==> src/rtl/adc_capture_ctrl.sv <==
// adc_capture_ctrl: ADC-domain write-side controller for the waveform RAM.
// Decimates incoming samples, waits for a level/edge trigger (or an auto
// timeout), writes one frame to addresses 0..LEN-1, then holds the frame
// until the display side acknowledges it.
module adc_capture_ctrl #(
    parameter int LEN          = 800,
    parameter int DECIM_W      = 16,
    parameter int AUTO_TIMEOUT = 2000
) (
    input  logic               clk,
    input  logic               rst,
    input  logic [7:0]         adc_data,
    input  logic               adc_valid,
    input  logic               run,
    input  logic               single,
    input  logic [7:0]         trig_level,
    input  logic               trig_edge,
    input  logic               trig_auto,
    input  logic [DECIM_W-1:0] decim,
    input  logic               frame_ack,
    output logic               wr_en,
    output logic [9:0]         wr_addr,
    output logic [7:0]         wr_data,
    output logic               frame_done,
    output logic               busy,
    output logic               triggered
);

    localparam int TCNT_W = $clog2(AUTO_TIMEOUT + 1);
    localparam logic [TCNT_W-1:0]  TIMEOUT_LAST = TCNT_W'(AUTO_TIMEOUT - 1);
    localparam logic [9:0]         ADDR_LAST    = 10'(LEN - 1);
    localparam logic [DECIM_W-1:0] DCNT_ONE     = DECIM_W'(1);

    typedef enum logic [1:0] {
        S_IDLE,
        S_ARM,
        S_CAPTURE,
        S_DONE
    } state_t;

    state_t              state_q, state_d;
    logic [DECIM_W-1:0]  dcnt_q, dcnt_d;
    logic [7:0]          prev_q, prev_d;
    logic                prev_valid_q, prev_valid_d;
    logic [TCNT_W-1:0]   tcnt_q, tcnt_d;
    logic [9:0]          addr_q, addr_d;
    logic                single_latched_q, single_latched_d;
    logic                wr_en_q, wr_en_d;
    logic [9:0]          wr_addr_q, wr_addr_d;
    logic [7:0]          wr_data_q, wr_data_d;
    logic                frame_done_q, frame_done_d;
    logic                busy_q, busy_d;
    logic                triggered_q, triggered_d;

    logic                strobe;
    logic                trig_hit;
    logic                timeout_hit;
    logic                arm_entry;

    // Level crossing between the previous and current strobed sample.
    function automatic logic trig_cross(input logic [7:0] prev,
                                        input logic [7:0] cur,
                                        input logic [7:0] lvl,
                                        input logic       falling);
        if (falling) begin
            return (prev > lvl) && (cur <= lvl);
        end
        return (prev < lvl) && (cur >= lvl);
    endfunction

    // Timeout count saturates so a long wait with auto disabled cannot wrap.
    function automatic logic [TCNT_W-1:0] sat_inc(input logic [TCNT_W-1:0] v);
        if (v >= TIMEOUT_LAST) begin
            return TIMEOUT_LAST;
        end
        return v + TCNT_W'(1);
    endfunction

    // Next-state, counters and registered write outputs.
    always_comb begin
        state_d          = state_q;
        dcnt_d           = dcnt_q;
        prev_d           = prev_q;
        prev_valid_d     = prev_valid_q;
        tcnt_d           = tcnt_q;
        addr_d           = addr_q;
        single_latched_d = single_latched_q;
        wr_en_d          = 1'b0;
        wr_addr_d        = wr_addr_q;
        wr_data_d        = wr_data_q;
        triggered_d      = triggered_q;
        arm_entry        = 1'b0;

        strobe      = adc_valid && (dcnt_q == '0);
        trig_hit    = strobe && prev_valid_q &&
                      trig_cross(prev_q, adc_data, trig_level, trig_edge);
        timeout_hit = strobe && trig_auto && (tcnt_q == TIMEOUT_LAST);

        // Decimator: reload on the kept sample, count down on the others.
        if (adc_valid) begin
            dcnt_d = strobe ? decim : (dcnt_q - DCNT_ONE);
        end

        if (strobe) begin
            prev_d       = adc_data;
            prev_valid_d = 1'b1;
        end

        case (state_q)
            S_IDLE: begin
                if (single) begin
                    single_latched_d = 1'b1;
                    state_d          = S_ARM;
                    arm_entry        = 1'b1;
                end else if (run) begin
                    state_d   = S_ARM;
                    arm_entry = 1'b1;
                end
            end
            S_ARM: begin
                if (!run && !single_latched_q) begin
                    state_d = S_IDLE;
                end else if (trig_hit || timeout_hit) begin
                    // A real trigger wins over a simultaneous timeout.
                    state_d     = S_CAPTURE;
                    triggered_d = trig_hit;
                    wr_en_d     = 1'b1;
                    wr_addr_d   = '0;
                    wr_data_d   = adc_data;
                    addr_d      = 10'd1;
                end else if (strobe) begin
                    tcnt_d = sat_inc(tcnt_q);
                end
            end
            S_CAPTURE: begin
                // Run is not sampled here: a started frame always completes.
                if (strobe) begin
                    wr_en_d   = 1'b1;
                    wr_addr_d = addr_q;
                    wr_data_d = adc_data;
                    addr_d    = addr_q + 10'd1;
                    if (addr_q == ADDR_LAST) begin
                        state_d = S_DONE;
                    end
                end
            end
            S_DONE: begin
                if (frame_ack) begin
                    single_latched_d = 1'b0;
                    if (run && !single_latched_q) begin
                        state_d   = S_ARM;
                        arm_entry = 1'b1;
                    end else begin
                        state_d = S_IDLE;
                    end
                end
            end
            default: begin
                state_d = S_IDLE;
            end
        endcase

        // Every arming starts from a clean decimation phase, no history and
        // a fresh timeout.
        if (arm_entry) begin
            dcnt_d       = '0;
            prev_valid_d = 1'b0;
            tcnt_d       = '0;
        end

        frame_done_d = (state_d == S_DONE);
        busy_d       = (state_d == S_ARM) || (state_d == S_CAPTURE);
    end

    // Control and output registers with asynchronous reset.
    always_ff @(posedge clk or posedge rst) begin
        if (rst) begin
            state_q          <= S_IDLE;
            dcnt_q           <= '0;
            prev_valid_q     <= 1'b0;
            tcnt_q           <= '0;
            addr_q           <= '0;
            single_latched_q <= 1'b0;
            wr_en_q          <= 1'b0;
            wr_addr_q        <= '0;
            wr_data_q        <= '0;
            frame_done_q     <= 1'b0;
            busy_q           <= 1'b0;
            triggered_q      <= 1'b0;
        end else begin
            state_q          <= state_d;
            dcnt_q           <= dcnt_d;
            prev_valid_q     <= prev_valid_d;
            tcnt_q           <= tcnt_d;
            addr_q           <= addr_d;
            single_latched_q <= single_latched_d;
            wr_en_q          <= wr_en_d;
            wr_addr_q        <= wr_addr_d;
            wr_data_q        <= wr_data_d;
            frame_done_q     <= frame_done_d;
            busy_q           <= busy_d;
            triggered_q      <= triggered_d;
        end
    end

    // Previous strobed sample; only meaningful while prev_valid_q is set.
    always_ff @(posedge clk) begin
        prev_q <= prev_d;
    end

    assign wr_en      = wr_en_q;
    assign wr_addr    = wr_addr_q;
    assign wr_data    = wr_data_q;
    assign frame_done = frame_done_q;
    assign busy       = busy_q;
    assign triggered  = triggered_q;

endmodule
==> config.mk <==
export PLATFORM = sky130hd
export DESIGN_NAME = adc_capture_ctrl
export DESIGN_NICKNAME = d
export VERILOG_FILES = /design/src/rtl/adc_capture_ctrl.sv
export SDC_FILE = /design/constraint.sdc
export NUM_CORES = 1
export LEC_CHECK = 0
export ABC_AREA = 1
export CAP_MARGIN = 10
export CORE_MARGIN = 2
export CORE_UTILIZATION = 50
export DETAILED_ROUTE_END_ITERATION = 12
export GPL_TIMING_DRIVEN = 0
export PLACE_DENSITY = 0.84
export SLEW_MARGIN = 30
export SYNTH_ARGS = -nofsm -noshare
export SYNTH_HDL_FRONTEND = slang
export SYNTH_SLANG_ARGS = --single-unit
==> constraint.sdc <==
create_clock -name clk -period 2.15 [get_ports clk]
set_clock_uncertainty 0.05 [all_clocks]
set_input_delay 0.215 -clock clk [delete_from_list [all_inputs] [get_ports clk]]
set_output_delay 0.215 -clock clk [all_outputs]
set_load 0.01 [all_outputs]
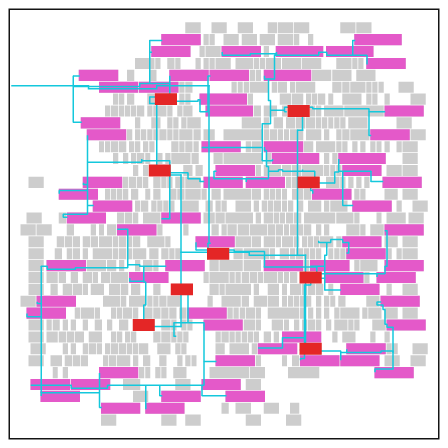
**Above:** routed clock nets over the placement.
legend:
  red:
    item: cells driving clock nets
    count: 9
  magenta:
    item: flip-flops
    count: 71
  cyan:
    item: clock wires
    length: 997 µm
routed clock nets: 10
clock group power: 0.944 mW
clock group share of total power: 0.160

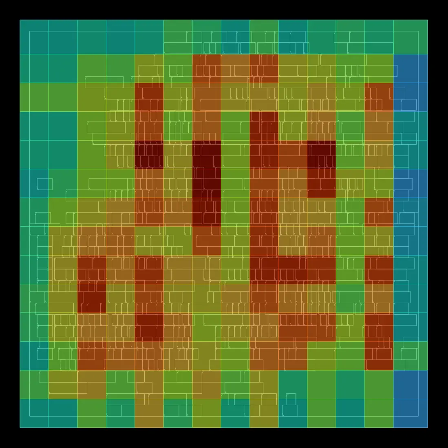
**Above:** routing congestion.
drt wl/cell: 13.8 µm
met1 Track Usage GR: 0.278

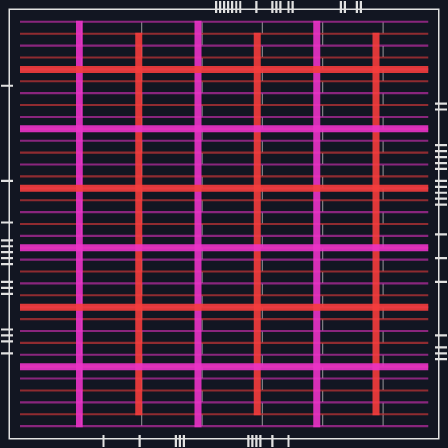
**Above:** supply network.
Pins as bars on the die edge. Tap cells in grey.
legend:
  red:
    net: VDD
  magenta:
    net: VSS
met4 straps: 6
met5 straps: 6
tap cells: 108
met1 rails: 35
signal pins: 62
Peak VDD IR: 0.000534 V
Chip Width: 97.9 µm
Die H: 97.9 µm
Core Box Area: 8640 µm²

==> results.sh <==
# implementation run metrics
export IMPL_xor_share=0.0179
export IMPL_synthArstFlopShare=0.887
export IMPL_synth_top_flop_cell="dfrtp_1"
export IMPL_power_share_switching=0.420
export IMPL_fp_util=0.511
export IMPL_max_freq_mhz=448
export IMPL_hold_path_cell_count=1
export IMPL_syn_instance_count=575
export IMPL_clock_sinks=71
export IMPL_setup_slack_ps=-82.7
export IMPL_synthTopLogicFamily="simple AND/OR/NAND/NOR gates"
export IMPL_synth_nets=640
export IMPL_nNetsFinal=721
export IMPL_overflow=0
export IMPL_area_leaders="dfrtp_1 (36%), nand2_1 (14%), inv_1 (7.2%), ha_1 (7.1%), edfxtp_1 (5.4%)"
export IMPL_startpoint="prev_q[7]"
export IMPL_dp_hpwl_mm=7.46
export IMPL_crit_type="flip-flop to flip-flop"
export IMPL_dr_pass1_iters=4
export IMPL_edf_count=8
export IMPL_required_ps=2340
export IMPL_chipArea_um2=9590
export IMPL_violations="setup timing"
export IMPL_cts_max_level=3
export IMPL_end_kind="flip-flop"
export IMPL_comb_area_um2=2340
export IMPL_reg2reg_to="busy"
export IMPL_syn_avg_cell_area_um2=7.67
export IMPL_cap_violations=0
export IMPL_rsz0062_at_grt="yes"
export IMPL_top_area_cell_class="combinational gates"
export IMPL_seq_power_share=0.345
export IMPL_ys_cells=575
export IMPL_drive_gt1_frac=0.150
export IMPL_antenna_left=0
export IMPL_ys_sh_aoi=0.126
export IMPL_root_buffer="clkbuf_8"
export IMPL_crit_fanout=2
export IMPL_r2r_setup_slack_ps=-80
export IMPL_p_per_area_nw_per_um2=1060
export IMPL_finalHoldViolCount=0
export IMPL_n_all_inverters=91
export IMPL_fillers=679
export IMPL_drcViolationCount=0
export IMPL_cellLeakagePower_nw=2.69
export IMPL_grt_antenna_before_repair=0
export IMPL_grt_max_degree=35
export IMPL_antenna_cells=0
export IMPL_hold_slack_ps=93.5
export IMPL_grt_pass1_wl_mm=17.8
export IMPL_tightest_slew_ps=518
export IMPL_status="finished, violations left"
export IMPL_finalCriticalPeriod_ps=2230
export IMPL_num_clock_buffers=15
export IMPL_avgViaCountPerCell=5.35
export IMPL_setup_viol=15
export IMPL_warnings=32
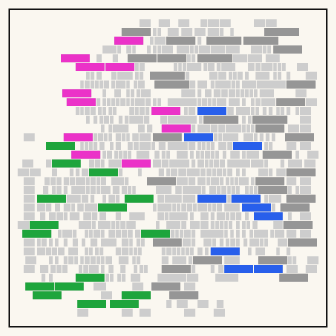
**Above:** sequential cells grouped by signal name.
Other sequential cells in the stronger grey, the rest of the logic in the fainter grey.
legend:
  green:
    netlist_name: `dcnt_q`
    flops: 16
  blue:
    netlist_name: `addr_q`
    flops: 10
  magenta:
    netlist_name: `tcnt_q`
    flops: 11
not coloured: 34
sequential cell area: 1820 µm²
final design utilization: 0.648
Seq. pwr: 2.04 mW

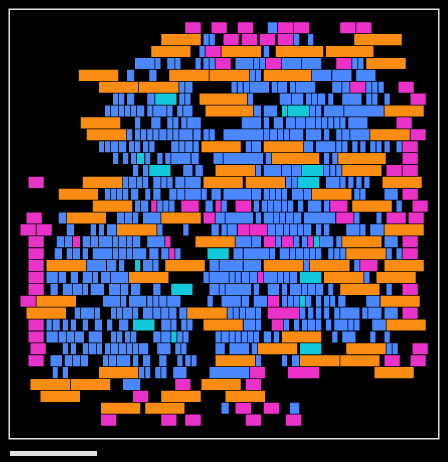
**Above:** placed cells, one colour a class.
The bar under the picture is 20 µm long.
legend:
  cyan:
    class: clock drivers and dummy loads
    cells: 16
  orange:
    class: flip-flops
    cells: 71
  blue:
    class: all other logic
    cells: 493
  magenta:
    class: other buffers and delay cells
    cells: 81
Design Area, Final: 5590 µm²
fraction of area in registers: 0.325
Cell Rows: 34

[critical path, cell delays in order (launching register included)]
cell and delay (ps):
edfxtp_1 430, ha_4 320, nand2_4 70, nor2_4 130, nand2_1 100, and2_1 150, nand2_1 70, nand2_2 80
nand3_4 100, nand2_2 80, o21ai_1 140, nand2_1 60, nand2_1 110, ha_4 210
[power by group through the flow]
| stage | clock network, mW | logic (mW) | registers, mW |
|---|---|---|---|
| after floorplan | 0 | 1.79 | 2.07 |
| after global placement | 0 | 2.55 | 2.04 |
| after detailed placement | 0 | 2.64 | 2.06 |
| after CTS | 0.964 | 2.69 | 2.03 |
| after global routing | 1.01 | 3.26 | 2.10 |
| final | 0.944 | 2.93 | 2.04 |
[sequential cells by signal (all words and copies together) (netlist names), 2 cells and up]
register,flops
prev_q,8
wr_addr,10
wr_data,8
addr_q,10
state_q,2
dcnt_q,16
tcnt_q,11
[cells in the final DEF (no fill, tap or decap), drive strengths merged, types with 2 or more instances in the layout]
master	count
a21o	2
a21oi	23
a31oi	4
and3	2
buf	15
clkbuf	20
clkdlybuf4s50	60
clkinv	2
clkinvlp	2
dfrtp	63
edfxtp	8
ha	25
inv	88
nand2	172
nand3	35
nand4	9
nor2	49
nor3	7
nor4	3
o211ai	5
o21ai	45
o221ai	3
o22ai	3
xnor2	2
xor2	7
[layer usage]
layer  vias up  part of all wire  track usage
li1       2016                 -            -
met1      1943              0.42        0.278
met2       134              0.51        0.390
met3        18             0.054       0.0351
met4         0             0.015       0.0876
met5         -                 0            0
[timing repair]
action                     CTS  global route
hold buffers                 0             0
gates resized               18            35
setup endpoints to repair   36            53
pin swaps                    5            11
cloned                       0             3
setup buffers                0             5
Power and IR drop assume default switching activity.
